<file path="src/rtl/syscall_print_unit_pkg.sv">
// Shared definitions for the syscall print unit.
//   - Service codes decoded from v0
//   - FSM state encoding
//   - Token kind encodings carried on out_kind
package syscall_print_unit_pkg;

    localparam logic [31:0] SYS_PRINT_INT  = 32'd1;
    localparam logic [31:0] SYS_PRINT_STR  = 32'd4;
    localparam logic [31:0] SYS_EXIT       = 32'd10;
    localparam logic [31:0] SYS_PRINT_CHAR = 32'd11;

    localparam logic OUT_CHAR = 1'b0;
    localparam logic OUT_INT  = 1'b1;

    typedef enum logic [2:0] {
        IDLE   = 3'd0,
        LOAD   = 3'd1,
        EMIT   = 3'd2,
        SINGLE = 3'd3,
        HALTED = 3'd4
    } state_e;

endpackage

</file>
<file path="src/rtl/syscall_print_unit_byte_sel.sv">
// syscall_byte_sel: little-endian byte-lane extraction from a 32-bit word.
// Ports:
//   word     in  32  memory word
//   offset   in   2  byte offset within the word (address bits [1:0])
//   byte_out out  8  selected byte, lane 0 = bits [7:0]
module syscall_byte_sel (
    input  logic [31:0] word,
    input  logic [1:0]  offset,
    output logic [7:0]  byte_out
);

    always_comb begin
        byte_out = word[7:0];
        case (offset)
            2'd0: byte_out = word[7:0];
            2'd1: byte_out = word[15:8];
            2'd2: byte_out = word[23:16];
            2'd3: byte_out = word[31:24];
            default: byte_out = word[7:0];
        endcase
    end

endmodule

</file>
<file path="src/rtl/syscall_print_unit.sv">
// syscall_print_unit: services print/exit syscalls raised by the memory stage.
// Print-char and print-int emit a single token; print-string walks memory a
// word at a time and emits one char token per nonzero byte until a NUL or
// MAX_LEN characters. The pipeline is frozen via sig_stall while busy.
//
// Optional feature: define SYSCALL_PRINT_INT_EN to enable the print-int
// service (v0=1). Without it, v0=1 is ignored and out_kind is always 0.
//
// Ports:
//   clk, rst            clock, asynchronous active-high reset
//   sig_syscall, v0, a0 syscall request, service code, argument
//   mem_rd_en, mem_addr read request / word-aligned address
//   mem_rd_data         combinational read data (same cycle as mem_rd_en)
//   out_valid/kind/data token output, held until out_ready
//   out_ready           consumer handshake
//   sig_stall           freeze request to the hazard unit
//   sig_halt            sticky program-exit flag
module syscall_print_unit #(
    parameter int MAX_LEN = 256,
    parameter int CNT_W   = 9
) (
    input  logic        clk,
    input  logic        rst,
    input  logic        sig_syscall,
    input  logic [31:0] v0,
    input  logic [31:0] a0,
    output logic        mem_rd_en,
    output logic [31:0] mem_addr,
    input  logic [31:0] mem_rd_data,
    output logic        out_valid,
    output logic        out_kind,
    output logic [31:0] out_data,
    input  logic        out_ready,
    output logic        sig_stall,
    output logic        sig_halt
);
    import syscall_print_unit_pkg::*;

    state_e            state_q, state_d;
    logic [31:0]       ptr_q, ptr_d;
    logic [31:0]       word_q, word_d;
    logic [CNT_W-1:0]  count_q, count_d;
    logic              mem_rd_en_q, mem_rd_en_d;
    logic [31:0]       mem_addr_q, mem_addr_d;
    logic              out_valid_q, out_valid_d;
    logic [31:0]       out_data_q, out_data_d;
    logic              sig_halt_q, sig_halt_d;
`ifdef SYSCALL_PRINT_INT_EN
    logic              out_kind_q, out_kind_d;
`endif

    logic [31:0]       ptr_inc;
    logic [CNT_W:0]    count_inc;
    logic              last_char;
    logic [7:0]        load_byte;
    logic [7:0]        next_byte;

    // Codes that produce output and therefore freeze the pipeline.
    function automatic logic is_print_code(input logic [31:0] code);
`ifdef SYSCALL_PRINT_INT_EN
        return (code == SYS_PRINT_INT) || (code == SYS_PRINT_STR) ||
               (code == SYS_PRINT_CHAR);
`else
        return (code == SYS_PRINT_STR) || (code == SYS_PRINT_CHAR);
`endif
    endfunction

    assign ptr_inc   = ptr_q + 32'd1;
    assign count_inc = {1'b0, count_q} + {{CNT_W{1'b0}}, 1'b1};
    assign last_char = (count_inc == (CNT_W+1)'(MAX_LEN));

    // Byte at ptr taken straight from the bus while the word is being loaded,
    // so the first token of a word is ready the cycle EMIT is entered.
    syscall_byte_sel u_sel_load (
        .word     (mem_rd_data),
        .offset   (ptr_q[1:0]),
        .byte_out (load_byte)
    );

    // Byte at ptr+1 from the captured word, staged while the current token
    // handshakes so the next one appears without a bubble.
    syscall_byte_sel u_sel_next (
        .word     (word_q),
        .offset   (ptr_inc[1:0]),
        .byte_out (next_byte)
    );

    always_comb begin
        state_d     = state_q;
        ptr_d       = ptr_q;
        word_d      = word_q;
        count_d     = count_q;
        mem_rd_en_d = 1'b0;
        mem_addr_d  = mem_addr_q;
        out_valid_d = out_valid_q;
        out_data_d  = out_data_q;
        sig_halt_d  = sig_halt_q;
`ifdef SYSCALL_PRINT_INT_EN
        out_kind_d  = out_kind_q;
`endif

        case (state_q)
            IDLE: begin
                if (sig_syscall) begin
                    if (v0 == SYS_PRINT_CHAR) begin
                        state_d     = SINGLE;
                        out_valid_d = 1'b1;
                        out_data_d  = {24'b0, a0[7:0]};
`ifdef SYSCALL_PRINT_INT_EN
                        out_kind_d  = OUT_CHAR;
                    end else if (v0 == SYS_PRINT_INT) begin
                        state_d     = SINGLE;
                        out_valid_d = 1'b1;
                        out_data_d  = a0;
                        out_kind_d  = OUT_INT;
`endif
                    end else if (v0 == SYS_PRINT_STR) begin
                        state_d     = LOAD;
                        ptr_d       = a0;
                        count_d     = '0;
                        mem_rd_en_d = 1'b1;
                        mem_addr_d  = {a0[31:2], 2'b00};
                    end else if (v0 == SYS_EXIT) begin
                        state_d    = HALTED;
                        sig_halt_d = 1'b1;
                    end
                end
            end

            LOAD: begin
                word_d      = mem_rd_data;
                state_d     = EMIT;
                out_valid_d = (load_byte != 8'd0);
                out_data_d  = {24'b0, load_byte};
`ifdef SYSCALL_PRINT_INT_EN
                out_kind_d  = OUT_CHAR;
`endif
            end

            EMIT: begin
                // No valid token here means the current byte is the NUL.
                if (!out_valid_q) begin
                    state_d = IDLE;
                end else if (out_ready) begin
                    ptr_d       = ptr_inc;
                    count_d     = count_inc[CNT_W-1:0];
                    out_valid_d = 1'b0;
                    if (last_char) begin
                        state_d = IDLE;
                    end else if (ptr_inc[1:0] == 2'b00) begin
                        state_d     = LOAD;
                        mem_rd_en_d = 1'b1;
                        mem_addr_d  = {ptr_inc[31:2], 2'b00};
                    end else begin
                        state_d     = EMIT;
                        out_valid_d = (next_byte != 8'd0);
                        out_data_d  = {24'b0, next_byte};
                    end
                end
            end

            SINGLE: begin
                if (out_ready) begin
                    out_valid_d = 1'b0;
                    state_d     = IDLE;
                end
            end

            HALTED: begin
                state_d = HALTED;
            end

            default: begin
                state_d = IDLE;
            end
        endcase
    end

    always_ff @(posedge clk or posedge rst) begin
        if (rst) begin
            state_q     <= IDLE;
            ptr_q       <= '0;
            word_q      <= '0;
            count_q     <= '0;
            mem_rd_en_q <= 1'b0;
            mem_addr_q  <= '0;
            out_valid_q <= 1'b0;
            out_data_q  <= '0;
            sig_halt_q  <= 1'b0;
`ifdef SYSCALL_PRINT_INT_EN
            out_kind_q  <= OUT_CHAR;
`endif
        end else begin
            state_q     <= state_d;
            ptr_q       <= ptr_d;
            word_q      <= word_d;
            count_q     <= count_d;
            mem_rd_en_q <= mem_rd_en_d;
            mem_addr_q  <= mem_addr_d;
            out_valid_q <= out_valid_d;
            out_data_q  <= out_data_d;
            sig_halt_q  <= sig_halt_d;
`ifdef SYSCALL_PRINT_INT_EN
            out_kind_q  <= out_kind_d;
`endif
        end
    end

    // Stall is raised combinationally on the accepting cycle so the request
    // is frozen in place; it drops on the first cycle back in IDLE.
    assign sig_stall = (state_q == LOAD) || (state_q == EMIT) || (state_q == SINGLE) ||
                       ((state_q == IDLE) && sig_syscall && is_print_code(v0));

    assign mem_rd_en = mem_rd_en_q;
    assign mem_addr  = mem_addr_q;
    assign out_valid = out_valid_q;
    assign out_data  = out_data_q;
    assign sig_halt  = sig_halt_q;
`ifdef SYSCALL_PRINT_INT_EN
    assign out_kind  = out_kind_q;
`else
    assign out_kind  = OUT_CHAR;
`endif

endmodule

</file>
<file path="config.mk">
export PLATFORM = sky130hd
export DESIGN_NAME = syscall_print_unit
export DESIGN_NICKNAME = d
export VERILOG_FILES = /design/src/rtl/syscall_print_unit_pkg.sv /design/src/rtl/syscall_print_unit_byte_sel.sv /design/src/rtl/syscall_print_unit.sv
export SDC_FILE = /design/constraint.sdc
export NUM_CORES = 1
export LEC_CHECK = 0
export ABC_AREA = 0
export CAP_MARGIN = 30
export CORE_UTILIZATION = 30
export DETAILED_ROUTE_END_ITERATION = 12
export PLACE_DENSITY = 0.55
export RECOVER_POWER = 100
export SETUP_SLACK_MARGIN = 0.05
export SLEW_MARGIN = 15
export SYNTH_ARGS = -nofsm -noshare
export SYNTH_HDL_FRONTEND = slang
export SYNTH_SLANG_ARGS = --single-unit
</file>
<file path="constraint.sdc">
create_clock -name clk -period 9.13 [get_ports clk]
set_input_delay 1.3695 -clock clk [delete_from_list [all_inputs] [get_ports clk]]
set_output_delay 1.3695 -clock clk [all_outputs]
set_load 0.02 [all_outputs]
</file>
Figure 1. Clock wiring as the flow saved it (run 1).
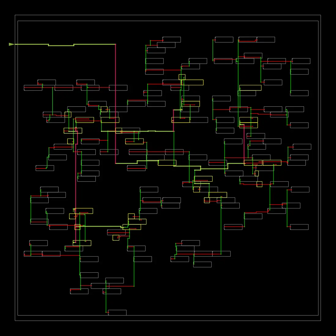
clkbuf count: 17
Final Skew: 0.01238 ns

Figure 2. I/O pins on the die edge (run 1).
Scale: 2 px per um. Pins as bars across the die edge, other pins in gray.
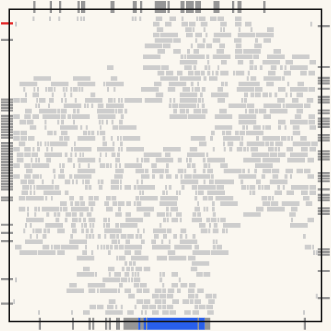
Key: `out_kind` = red [pins 1, direction output, edge left]; `v0` = blue [pins 32, direction input, edge bottom]
Die Y: 155.3 um
die width: 155.3 um
I/O Buffers: 141

Figure 3. The metal 4 layer (run 1).
Scale: 2 px per um. Supply wires on this layer in gray. Cells faint in the background.
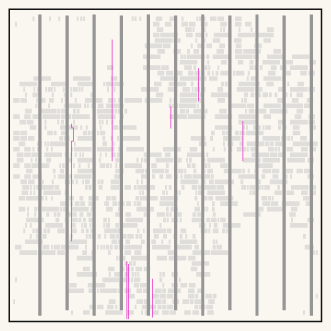
The layer holds 1.3% of the routed length. The longest straight run is 60.5 um.
Via Count: 5,843
drt total wl: 19,150 um

==> impl_metrics.py, run 1 <==
# Synthesis and PnR figures
metrics = {
    "status": {
        "status": "complete, but fails checks",
        "violations": "capacitance limit, slew limit",
    },
    "cts": {
        "htreeDepth": 4,
        "cts_root_buf": "clkbuf_16",
        "insertion_delay_ns": 0.42,
        "clk_pin_slew_ns": 0.06,
        "post_cts_buffers": 0,
        "cts_tree": "built",
        "cts_resized": 0,
        "hold_buffers": 0,
        "numCtsBuffers": 17,
    },
    "sta": {
        "drv_slew": 206,
        "worst_slack_ns": 3.900,
        "max-slew-margin-rel_pct": -72.00,
        "period_needed_ns": 5.230,
        "worst_pin_slew_ns": 2.580,
        "hold_violations": 0,
        "fin_crit_sh_pct": 57.29,
        "fmax_ghz": 0.1912,
    },
    "finish": {
        "layout.nets": 989,
        "comb_share_pct": 39.86,
        "largestClassByArea": "combinational gates",
        "utilization_pct": 39.72,
        "flop_area_um2": 2928,
        "seq_area_share_pct": 32.27,
        "logic_gate_count": 578,
        "instances_no_fill": 1208,
        "lay_top_count": "nand2_1",
        "logic_area_um2": 3617,
        "seq_cells": 117,
        "buf_share_pct": 16.23,
        "n_fill_cell": 2393,
        "final_area_um2": 9074,
        "area_growth_pct": 28.67,
    },
    "drt": {
        "drt-wirelength-per-cell_um": 15.85,
        "drt-initial-drc-count": 354,
    },
    "synth": {
        "yosys_warnings": 0,
        "synthCells": 763,
        "yosysChipArea_um2": 7052,
        "yosys-stat-cells": 763,
        "synth-main-ff-cell": "dfrtp_1",
        "top_cells_by_area": "dfrtp_1 42%, nand2_1 8.3%, mux2_4 6.8%",
    },
    "critical_path": {
        "cp.buffers_inverters": 2,
        "path_delay_family": "buffers and inverters",
        "arrival_ns": 3.86,
        "crit_path_max_incr_delay_ns": 0.69,
        "cpMostUsedCell": "dlygate4sd3_1",
        "r2r_slack_ns": 5.37,
    },
    "grt": {
        "grt_overflow": 0,
        "grt_first_pass_wirelength_um": 30600,
        "grt_util_all_layers_pct": 16.21,
        "antenna_found_initial": 0,
    },
    "power_and_ir_drop": {
        "p_leak_nw": 4.066,
        "power.total_mw": 1.286,
        "powerDensity_nw_per_um2": 141.7,
        "vdd_drop_max_uv": 108.4,
    },
    "floorplan": {
        "chip_area_um2": 24120,
        "fp_util_pct": 30.87,
        "io_pins": 169,
        "n_tap_cell": 313,
        "num_rows": 55,
    },
    "min_path": {
        "hold_path_class": "register to register",
    },
    "place": {
        "dpl.hpwl_um": 13370,
        "placedCellCount": 1175,
        "placed_area_um2": 8601,
    },
    "flow_run": {
        "max-cap-violations": 5,
    },
}
run 1: worst paths after layout:
check                           startpoint    endpoint  cells after the start
max in group asynchronous              rst  word_q[12]                      4
min in group asynchronous              rst   mem_rd_en                      2
worst min register to register   word_q[0]   word_q[0]                      2
worst max-delay path                 v0[6]   sig_stall                      7
worst min-delay path             word_q[0]   word_q[0]                      2
worst max register to register  state_q[0]    ptr_q[0]                      5
run 1: cells by family after synthesis:
group,Yosys count,synth area share [%]
compound gates,165,15.03
xor+xnor,32,3.974
fa+ha+maj,7,1.242
buf+inv,94,7.044
flops,117,41.52
mux,68,12.35
other cells,1,0.05318
simple gates,279,18.79
run 1: routing by layer:
layer  up-vias  GRT usage, %  share of wire [%]
met4         0         4.435                1.3
met3        20         3.370                4.1
met1      2808         22.28                 47
li1       2873             -                  -
met2       142         25.72                 47
met5         -             0                  0
run 1: cell usage after synthesis (all sizes together), types with 5 or more instances:
cell	instances
nand2	155
dfrtp	117
mux2	56
a21oi	47
o21ai	45
buf	41
nor2	37
clkbuf	34
a22oi	26
xor2	21
inv	19
nand3	18
nor4	15
nor3	14
nand4	13
mux2i	12
xnor2	11
nor2b	9
a31oi	8
ha	7
and3	6
a2bb2oi	5
o22a	5
run 1: registers in the layout (all words and copies together) (netlist names):
register   count
mem_addr      30
state_q        3
ptr_q         32
out_data       8
word_q        32
mem_rd_en      1
sig_halt       1
count_q        9
out_valid      1
run 1: where the power goes:
group	switching (mW)	internal (mW)
clock	0.268	0.408
combinational	0.0443	0.0468
sequential	0.0000000426	0.519
run 1: tightest hold or removal path: cells and delay by family (launching register included):
family,cells,cell delay [ns]
flip-flops,1,0.34
AND/OR/NAND/NOR,2,0.10
Figure 4. A small window of the routed layout (run 1).
Region (91, 91) to (141, 141) um. Cells in gray, sequential cells in the stronger gray; small squares are vias.
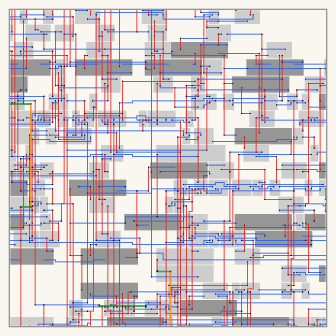

==> run 1 -> run 2 <==
- clock period: 9.13 -> 5.2 ns (I/O delays scaled with it)
Figure 5. A small window of the routed layout (run 2).
Region (91, 91) to (141, 141) um. Cells in gray, sequential cells in the stronger gray; small squares are vias.
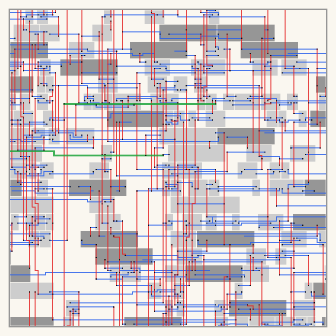
Key: metal 3 = green; metal 1 = blue; metal 2 = red
Sequential cells in the window: 17. Netlist names of flops here include `ptr_q` (14), `mem_addr` (3). 127 logic cells have their middle in the window. Most frequent: mux2_1 (18), nand2_1 (18), dfrtp_1 (17).

Figure 6. Clock wiring as the flow saved it (run 2).
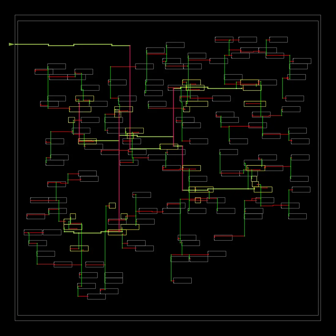
flop count: 117
CTS sink count: 117
Final Skew: 0.01160 ns
Clock Latency Late Sink: 0.42 ns

==> run 2 against run 1 <==
Against the previous run: the run still ends with capacitance limit, slew limit left; core utilization is 0.088 points higher; critical path type is now input pin to register; first-iteration DRC count is 21% higher; register-to-register slack worse by 3.9 ns; sequential power is 76% higher; critical endpoint is now ptr_q[0]; sequential share of layout area is 0.071 points lower; synthesized cell count stayed put; total power is 80% higher.
==> impl_metrics.py, run 2 <==
# Synthesis and PnR figures
metrics = {
    "cts": {
        "cts_root_buf": "clkbuf_16",
        "htreeDepth": 4,
        "hold_buffers": 0,
        "cts_tree": "built",
        "numCtsBuffers": 17,
        "cts_resized": 0,
    },
    "synth": {
        "top_cells_by_count": "155 x nand2_1, 117 x dfrtp_1, 47 x a21oi_1",
        "top_cells_by_area": "dfrtp_1 42%, nand2_1 8.3%, mux2_4 6.8%",
        "yosysChipArea_um2": 7052,
        "yosys_warnings": 0,
        "yosys-stat-cells": 763,
        "synth-main-ff-cell": "dfrtp_1",
        "synthCells": 763,
    },
    "flow_run": {
        "max-cap-violations": 5,
    },
    "min_path": {
        "hold_path_class": "register to register",
        "holdPathEnd": "sig_halt",
        "hold_path_depth": 1,
    },
    "status": {
        "status": "complete, but fails checks",
        "violations": "capacitance limit, slew limit",
    },
    "drt": {
        "drt-wirelength-per-cell_um": 16.02,
        "drt-initial-drc-count": 430,
        "wl_um": 19370,
    },
    "power_and_ir_drop": {
        "vdd_drop_max_uv": 213.8,
        "power.total_mw": 2.308,
        "p_leak_nw": 4.078,
    },
    "floorplan": {
        "io_pins": 169,
        "die_w_um": 155.3,
    },
    "sta": {
        "drv_slew": 197,
        "period_needed_ns": 4.055,
        "max-slew-margin-rel_pct": -71.41,
        "fmax_ghz": 0.2466,
        "hold_violations": 0,
        "worst_pin_slew_ns": 2.571,
    },
    "finish": {
        "lay_top_count": "nand2_1",
        "layout.nets": 990,
        "area_growth_pct": 28.96,
    },
    "place": {
        "dpl.hpwl_um": 13630,
        "portBuffers": 141,
    },
    "critical_path": {
        "path_delay_family": "simple AND/OR/NAND/NOR gates",
        "arrival_ns": 4.36,
        "r2r_slack_ns": 1.45,
        "crit_path_max_incr_delay_ns": 0.98,
        "cp.buffers_inverters": 2,
        "reg2reg_depth": 8,
        "r2r_start": "count_q[0]",
    },
    "grt": {
        "grt_first_pass_wirelength_um": 31220,
        "antenna_found_initial": 0,
        "grt_util_all_layers_pct": 16.54,
        "grt_overflow": 0,
    },
}
Figure 7. The metal 3 layer (run 2).
Scale: 3 px per um. Cells faint in the background.
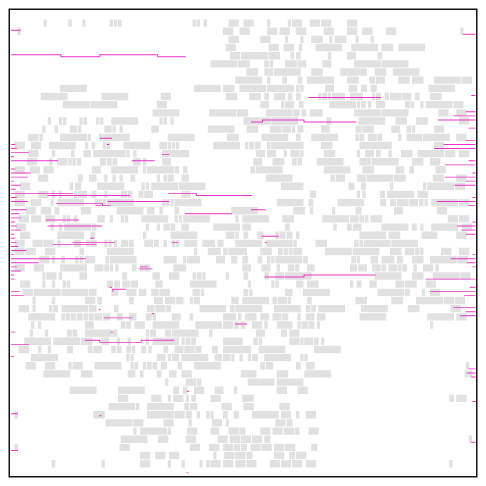
The layer holds 3.9% of the routed length. The layer carries 755 um of wire.
GR Layer Usage met3: 3.092%
Via Count: 5,914

run 2: cell counts after synthesis:
No cell type changed its count.
run 2: through the flow:
step	hold slack, ns	utilization (%)	std cells	instance area, um^2	setup WS, ns
global placement	0.4600	37.68	1176	8608	1.510
floorplan	0.4460	-	789	7149	1.319
CTS	0.4767	40.38	1208	9225	1.441
global route	0.4968	39.80	1209	9094	0.6928
detailed placement	0.4630	37.68	1176	8608	1.451
finish	0.4658	39.80	1209	9094	1.145
run 2: where the power goes:
part | total, mW | internal (mW) | switching [mW]
Combinational | 0.159 | 0.0810 | 0.0782
Sequential | 0.911 | 0.911 | 0.0000000755
Clock | 1.24 | 0.764 | 0.474
run 2: area by class of cell:
type,count,area [um^2]
Timing Repair Buffer,150,1460
Clock inverter,15,191.4
Fill cell,2353,13750
Sequential cell,117,2928
Tap cell,313,391.6
Inverter,19,72.57
Clock buffer,17,425.4
Multi-Input combinational cell,578,3625
run 2: how the worst max path moves through the flow:
stage                             to  slack (ns)
after floorplan           count_q[0]        1.32
after global placement     sig_stall        1.51
after detailed placement   sig_stall        1.45
after CTS                  sig_stall        1.44
after global routing        ptr_q[2]        0.69
final                       ptr_q[0]        1.14
run 2: layer usage:
layer / vias up / GRT usage (%) / part of all wire, %
met3: 22 / 3.092 / 3.9
met4: 0 / 4.949 / 1.4
met1: 2873 / 22.61 / 47
met2: 138 / 26.47 / 47
li1: 2881 / - / -
met5: - / 0 / 0
run 2: logic make-up (layout without fill, tap and decap cells):
logic type,Yosys count,count (layout),synth area share [%]
adder cells (fa/ha/maj),7,7,1.242
AND/OR/NAND/NOR,279,279,18.79
AND-OR/OR-AND,165,165,15.03
XOR/XNOR,32,32,3.974
multiplexers,68,68,12.35
other,1,27,0.05318
flip-flops,117,117,41.52
buffers and inverters,94,201,7.044
Power is estimated from default activity; no workload was simulated.
